$ cat src/rtl/uart_rx.sv
// uart_rx: 8N1 UART receiver with 2-flop input synchroniser and mid-bit sampling.
// Optional feature: define UART_RX_PARITY_EN to receive 8E1 frames
// (even-parity bit after the data bits, mismatch reported on parity_err).
module uart_rx #(
    parameter int CLKS_PER_BIT = 434,
    parameter int DATA_BITS    = 8
) (
    input  logic                 clk,
    input  logic                 rst,
    input  logic                 rx,
    output logic [DATA_BITS-1:0] rx_data,
    output logic                 rx_valid,
    output logic                 frame_err,
    output logic                 parity_err,
    output logic                 busy
);

    localparam int            CW   = $clog2(CLKS_PER_BIT);
    localparam logic [CW-1:0] HALF = CW'((CLKS_PER_BIT - 1) / 2);
    localparam logic [CW-1:0] LAST = CW'(CLKS_PER_BIT - 1);
    localparam logic [2:0]    LAST_BIT = 3'(DATA_BITS - 1);

    typedef enum logic [2:0] {
        IDLE,
        START,
        DATA,
        PARITY,
        STOP
    } state_t;

    state_t               state;
    logic                 rx_m;
    logic                 rx_s;
    logic [CW-1:0]        clk_cnt;
    logic [2:0]           bit_idx;
    logic [DATA_BITS-1:0] shift;
`ifdef UART_RX_PARITY_EN
    logic                 par_bit;
`endif

    // Two-flop synchroniser; preset high so reset does not look like a start bit
    always_ff @(posedge clk or posedge rst) begin
        if (rst) begin
            rx_m <= 1'b1;
            rx_s <= 1'b1;
        end else begin
            rx_m <= rx;
            rx_s <= rx_m;
        end
    end

    assign busy = (state != IDLE);

`ifndef UART_RX_PARITY_EN
    assign parity_err = 1'b0;
`endif

    // Receive FSM: start-bit qualify, mid-bit data sampling, stop-bit check
    always_ff @(posedge clk or posedge rst) begin
        if (rst) begin
            state     <= IDLE;
            clk_cnt   <= '0;
            bit_idx   <= '0;
            shift     <= '0;
            rx_data   <= '0;
            rx_valid  <= 1'b0;
            frame_err <= 1'b0;
`ifdef UART_RX_PARITY_EN
            par_bit    <= 1'b0;
            parity_err <= 1'b0;
`endif
        end else begin
            rx_valid  <= 1'b0;
            frame_err <= 1'b0;
`ifdef UART_RX_PARITY_EN
            parity_err <= 1'b0;
`endif
            case (state)
                IDLE: begin
                    clk_cnt <= '0;
                    if (!rx_s) state <= START;
                end
                START: begin
                    if (clk_cnt == HALF) begin
                        clk_cnt <= '0;
                        bit_idx <= '0;
                        // still low at mid start bit: real frame, otherwise a glitch
                        state   <= rx_s ? IDLE : DATA;
                    end else begin
                        clk_cnt <= clk_cnt + CW'(1);
                    end
                end
                DATA: begin
                    if (clk_cnt == LAST) begin
                        clk_cnt        <= '0;
                        shift[bit_idx] <= rx_s;
                        if (bit_idx == LAST_BIT) begin
`ifdef UART_RX_PARITY_EN
                            state <= PARITY;
`else
                            state <= STOP;
`endif
                        end else begin
                            bit_idx <= bit_idx + 3'd1;
                        end
                    end else begin
                        clk_cnt <= clk_cnt + CW'(1);
                    end
                end
`ifdef UART_RX_PARITY_EN
                PARITY: begin
                    if (clk_cnt == LAST) begin
                        clk_cnt <= '0;
                        par_bit <= rx_s;
                        state   <= STOP;
                    end else begin
                        clk_cnt <= clk_cnt + CW'(1);
                    end
                end
`endif
                STOP: begin
                    // Sampled at mid stop bit; returning to IDLE here leaves half a
                    // bit of margin so back-to-back frames need no idle gap.
                    if (clk_cnt == LAST) begin
                        clk_cnt <= '0;
                        state   <= IDLE;
                        if (!rx_s) begin
                            frame_err <= 1'b1;
`ifdef UART_RX_PARITY_EN
                        end else if (^{shift, par_bit}) begin
                            parity_err <= 1'b1;
`endif
                        end else begin
                            rx_data  <= shift;
                            rx_valid <= 1'b1;
                        end
                    end else begin
                        clk_cnt <= clk_cnt + CW'(1);
                    end
                end
                default: state <= IDLE;
            endcase
        end
    end

endmodule
$ cat config.mk
export PLATFORM = sky130hd
export DESIGN_NAME = uart_rx
export DESIGN_NICKNAME = d
export VERILOG_FILES = /design/src/rtl/uart_rx.sv
export SDC_FILE = /design/constraint.sdc
export NUM_CORES = 1
export LEC_CHECK = 0
export ABC_AREA = 0
export CAP_MARGIN = 30
export CORE_MARGIN = 10
export CORE_UTILIZATION = 56
export DETAILED_ROUTE_END_ITERATION = 10
export PLACE_DENSITY = 0.78
export SYNTH_ARGS = -nofsm -noshare
export SYNTH_HDL_FRONTEND = slang
export SYNTH_SLANG_ARGS = --single-unit
$ cat constraint.sdc
create_clock -name clk -period 2.5 [get_ports clk]
set_input_delay 0.25 -clock clk [delete_from_list [all_inputs] [get_ports clk]]
set_output_delay 0.25 -clock clk [all_outputs]
set_load 0.02 [all_outputs]
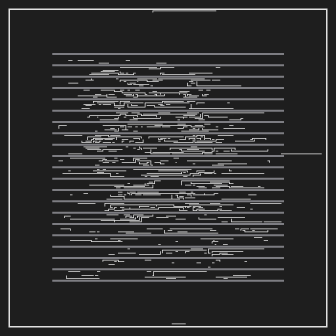
(run_1/layer_met1.png)
Supply wires on this layer in gray.
longest straight run: 15.2 µm
nets with wire on the layer: 163

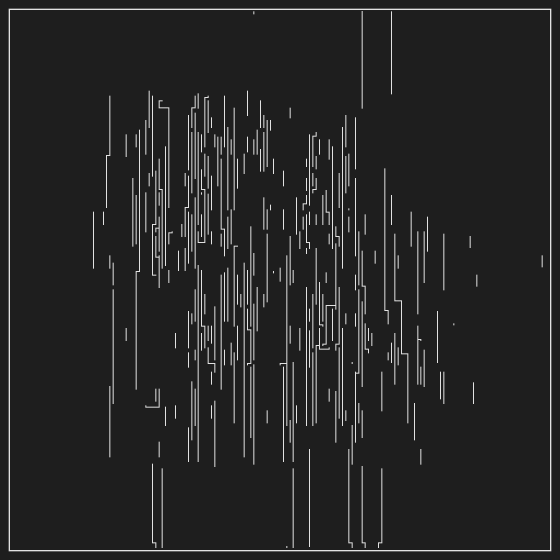
(run_1/layer_met2.png)
main direction: vertical
share of all routed wire: 48%
nets with wire on the layer: 150
longest straight run: 27.5 µm

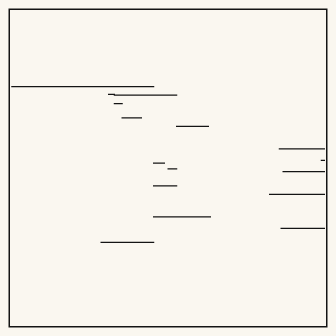
(run_1/layer_met3.png)
wire length on this layer: 146 µm
share of all routed wire: 4.7%
Vias: 1189
met3 Use GR: 4.56%
routed wire length: 3.10 mm

==> flow_metrics.env, run 1 <==
# flow metrics
export IMPL_outcome="finished clean"
export IMPL_netlist_area_um2=1750
export IMPL_hold_buffers=0
export IMPL_synthesis_nets=165
export IMPL_top_cell_area_share_pct=47.3
export IMPL_grt_pass1_wl_mm=5.35
export IMPL_layout_worst_path_cycle_share_pct=92.1
export IMPL_gp_congestion=0.801
export IMPL_syn_to_final_growth_pct=12.4
export IMPL_cts_sinks=35
export IMPL_edf_count=0
export IMPL_postCtsSetupRepairBufs=0
export IMPL_p_comb_share_pct=1.8
export IMPL_power_leader="registers"
export IMPL_avgSynthCellArea_um2=11.1
export IMPL_grt_busiest_layer="met2"
export IMPL_finalHoldViolCount=0
export IMPL_port_buffers=13
export IMPL_p_switching_w=0.000210
export IMPL_path_max_fanout=9
export IMPL_synthTopCellsByCount="dfrtp_1, nand2_1, a21oi_1"
export IMPL_yosys_warnings=0
export IMPL_fp_row_count=20
export IMPL_max_stage_delay_ps=610
export IMPL_p_comb_w=0.0000170
export IMPL_dp_hpwl_mm=2.26
export IMPL_xor_area_share_pct=3.01
export IMPL_fin_nets=177
export IMPL_most_common_cell="dfrtp_1"
export IMPL_warnings=28
export IMPL_synthCells=157
export IMPL_grt_use_met1_pct=14.9
export IMPL_pg_clk_w=0.000333
export IMPL_grt_ovfl_total=0
export IMPL_cp_num_buf_inv=1
export IMPL_grt_usage_pct=12.4
export IMPL_adder_share_pct=4.15
export IMPL_critPathKind="flip-flop to flip-flop"
export IMPL_fin_hold_ws_ps=269
export IMPL_async_flop_share_pct=100
export IMPL_ctsResizeCount=0
export IMPL_layout_top_cells="dfrtp_1, clkdlybuf4s50_1, nand2_1, a21oi_1"
export IMPL_grt_max_degree=36
export IMPL_first_pass_iters=4
export IMPL_crit_end="rx_data[0]"
export IMPL_crit_path_start="clk_cnt[1]"
export IMPL_start_kind="flip-flop"
export IMPL_numCtsBuffers=5
export IMPL_ys_types=40
export IMPL_wl_met3_um=145
-- run 1: layout make-up --
cell class	instances	area, µm²
Multi-Input combinational cell	105	787
Inverter	6	22.5
Clock buffer	6	51.3
Tap cell	44	55.1
Clock inverter	2	16.3
Fill cell	243	1060
Timing Repair Buffer	16	153
Sequential cell	35	878
-- run 1: registers in the layout, indices dropped and copies added, names as in the netlist --
signal and cells:
clk_cnt 9, rx_data 8, shift 8, bit_idx 3, state 3, frame_err 1
rx_m 1, rx_s 1, rx_valid 1
-- run 1: through the flow --
stage	cell area [µm²]	setup WS, ps	util, %
after floorplan	1750	475	-
after global placement	1900	278	62.6
after global routing	1960	69.9	64.8
final	1960	198	64.8
after CTS	1960	195	64.8
after detailed placement	1900	211	62.6
==> run_1/clocks.png <==
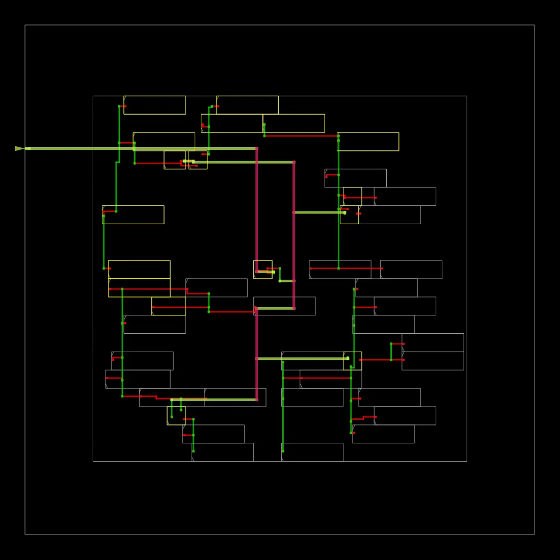

==> run 1 -> run 2 <==
--- a/config.mk
+++ b/config.mk
@@ -11,6 +11,8 @@
 export CORE_UTILIZATION = 56
 export DETAILED_ROUTE_END_ITERATION = 10
 export PLACE_DENSITY = 0.78
+export REMOVE_ABC_BUFFERS = 1
+export SKIP_LAST_GASP = 1
 export SYNTH_ARGS = -nofsm -noshare
 export SYNTH_HDL_FRONTEND = slang
 export SYNTH_SLANG_ARGS = --single-unit
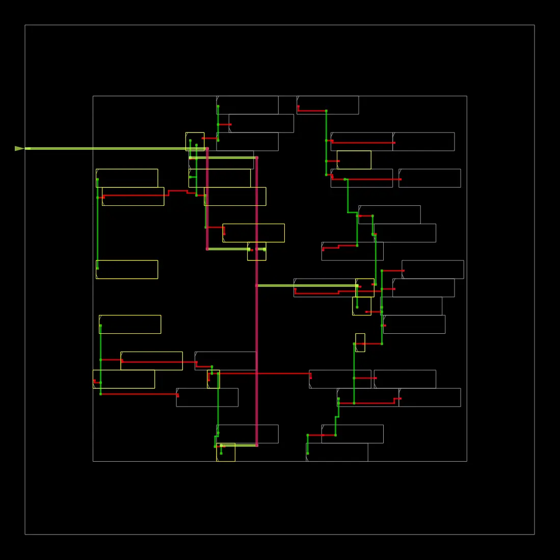
(run_2/clocks.png)
flop count: 35
Clock group: 0.000315 W
clock sink count: 35

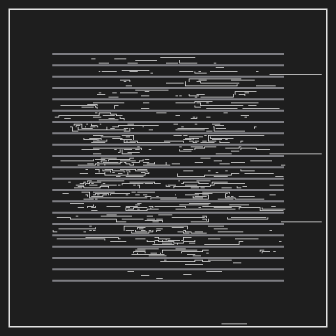
(run_2/layer_met1.png)
Supply wires on this layer in gray.
Vias: 1184
routed wire length: 3.16 mm

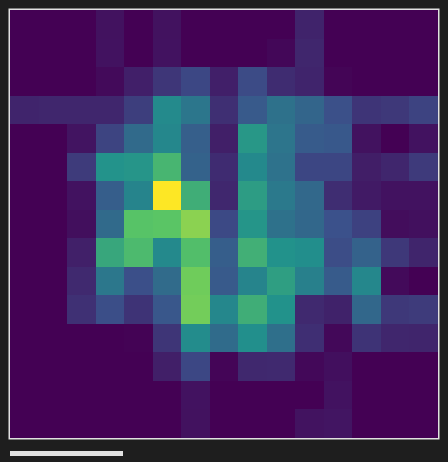
(run_2/metal_density.png)
Bar = 20 µm. 15 x 15 tiles, from dark purple (low) to yellow (high), scaled to the fullest tile. Values are wire area over tile area, all layers added.
nearly empty tiles: 38%
emptiest ninth of the die: lower left
densest ninth of the die: center
mean over tiles: 0.086
fullest tile: 0.51

==> flow_metrics.env, run 2 <==
# flow metrics
export IMPL_hold_buffers=0
export IMPL_layout_top_cells="dfrtp_1, clkdlybuf4s50_1, nand2_1, a21oi_1"
export IMPL_critPathKind="flip-flop to flip-flop"
export IMPL_largest_reg_flops=9
export IMPL_layout_worst_path_cycle_share_pct=92.8
export IMPL_fillCellCount=241
export IMPL_gp_congestion=0.866
export IMPL_reg_top3="clk_cnt (9), rx_data (8), shift (8)"
export IMPL_combGateArea_um2=787
export IMPL_warnings=27
export IMPL_fin_nets=177
export IMPL_grt_max_degree=36
export IMPL_grt_use_met1_pct=13.3
export IMPL_dp_hpwl_mm=2.33
export IMPL_postCtsSetupRepairBufs=0
export IMPL_crit_path_start="clk_cnt[1]"
export IMPL_edf_count=0
export IMPL_xor_area_share_pct=3.01
export IMPL_first_pass_iters=4
export IMPL_ys_types=40
export IMPL_grt_pass1_wl_mm=5.31
export IMPL_finalHoldViolCount=0
export IMPL_grt_use_met3_pct=3.52
export IMPL_ctsResizeCount=0
export IMPL_grt_usage_pct=12.2
export IMPL_syn_to_final_growth_pct=12.0
export IMPL_async_flop_share_pct=100
export IMPL_crit_end="rx_data[1]"
export IMPL_outcome="finished clean"
export IMPL_largest_register="clk_cnt"
export IMPL_fp_row_count=20
export IMPL_p_switching_w=0.000194
export IMPL_p_comb_share_pct=1.9
export IMPL_power_leader="registers"
export IMPL_netlist_area_um2=1750
export IMPL_grt_busiest_layer="met2"
==> run 2: metrics by stage <==
step	instance area (µm²)	setup slack, ps	hold slack (ps)
after global placement	1900	273	346
after CTS	1960	161	309
after global routing	1960	37.4	316
final	1960	180	305
after floorplan	1690	192	254
after detailed placement	1900	165	350
==> run 2: critical path, stage by stage (launching register included) <==
cell      delay (ps)
dfrtp_1          410
inv_1            100
ha_1             160
nand4b_1         110
or4_1            440
or3_1            610
mux2_4           390
==> run 2: cell type report <==
class,instances,area share (%)
well taps,44,2.82
clock buffers,7,2.82
clock inverters,1,0.256
inverters,6,1.15
multi-input cells,105,40.2
repair buffers,16,7.81
flip-flops and latches,35,44.9
==> run 2: metal layers <==
metal,up-vias,part of all wire (%)
met3,6,4.4
met5,-,0
met1,583,43
met2,19,51
met4,0,1.8
li1,576,-
Power and IR drop assume default switching activity.
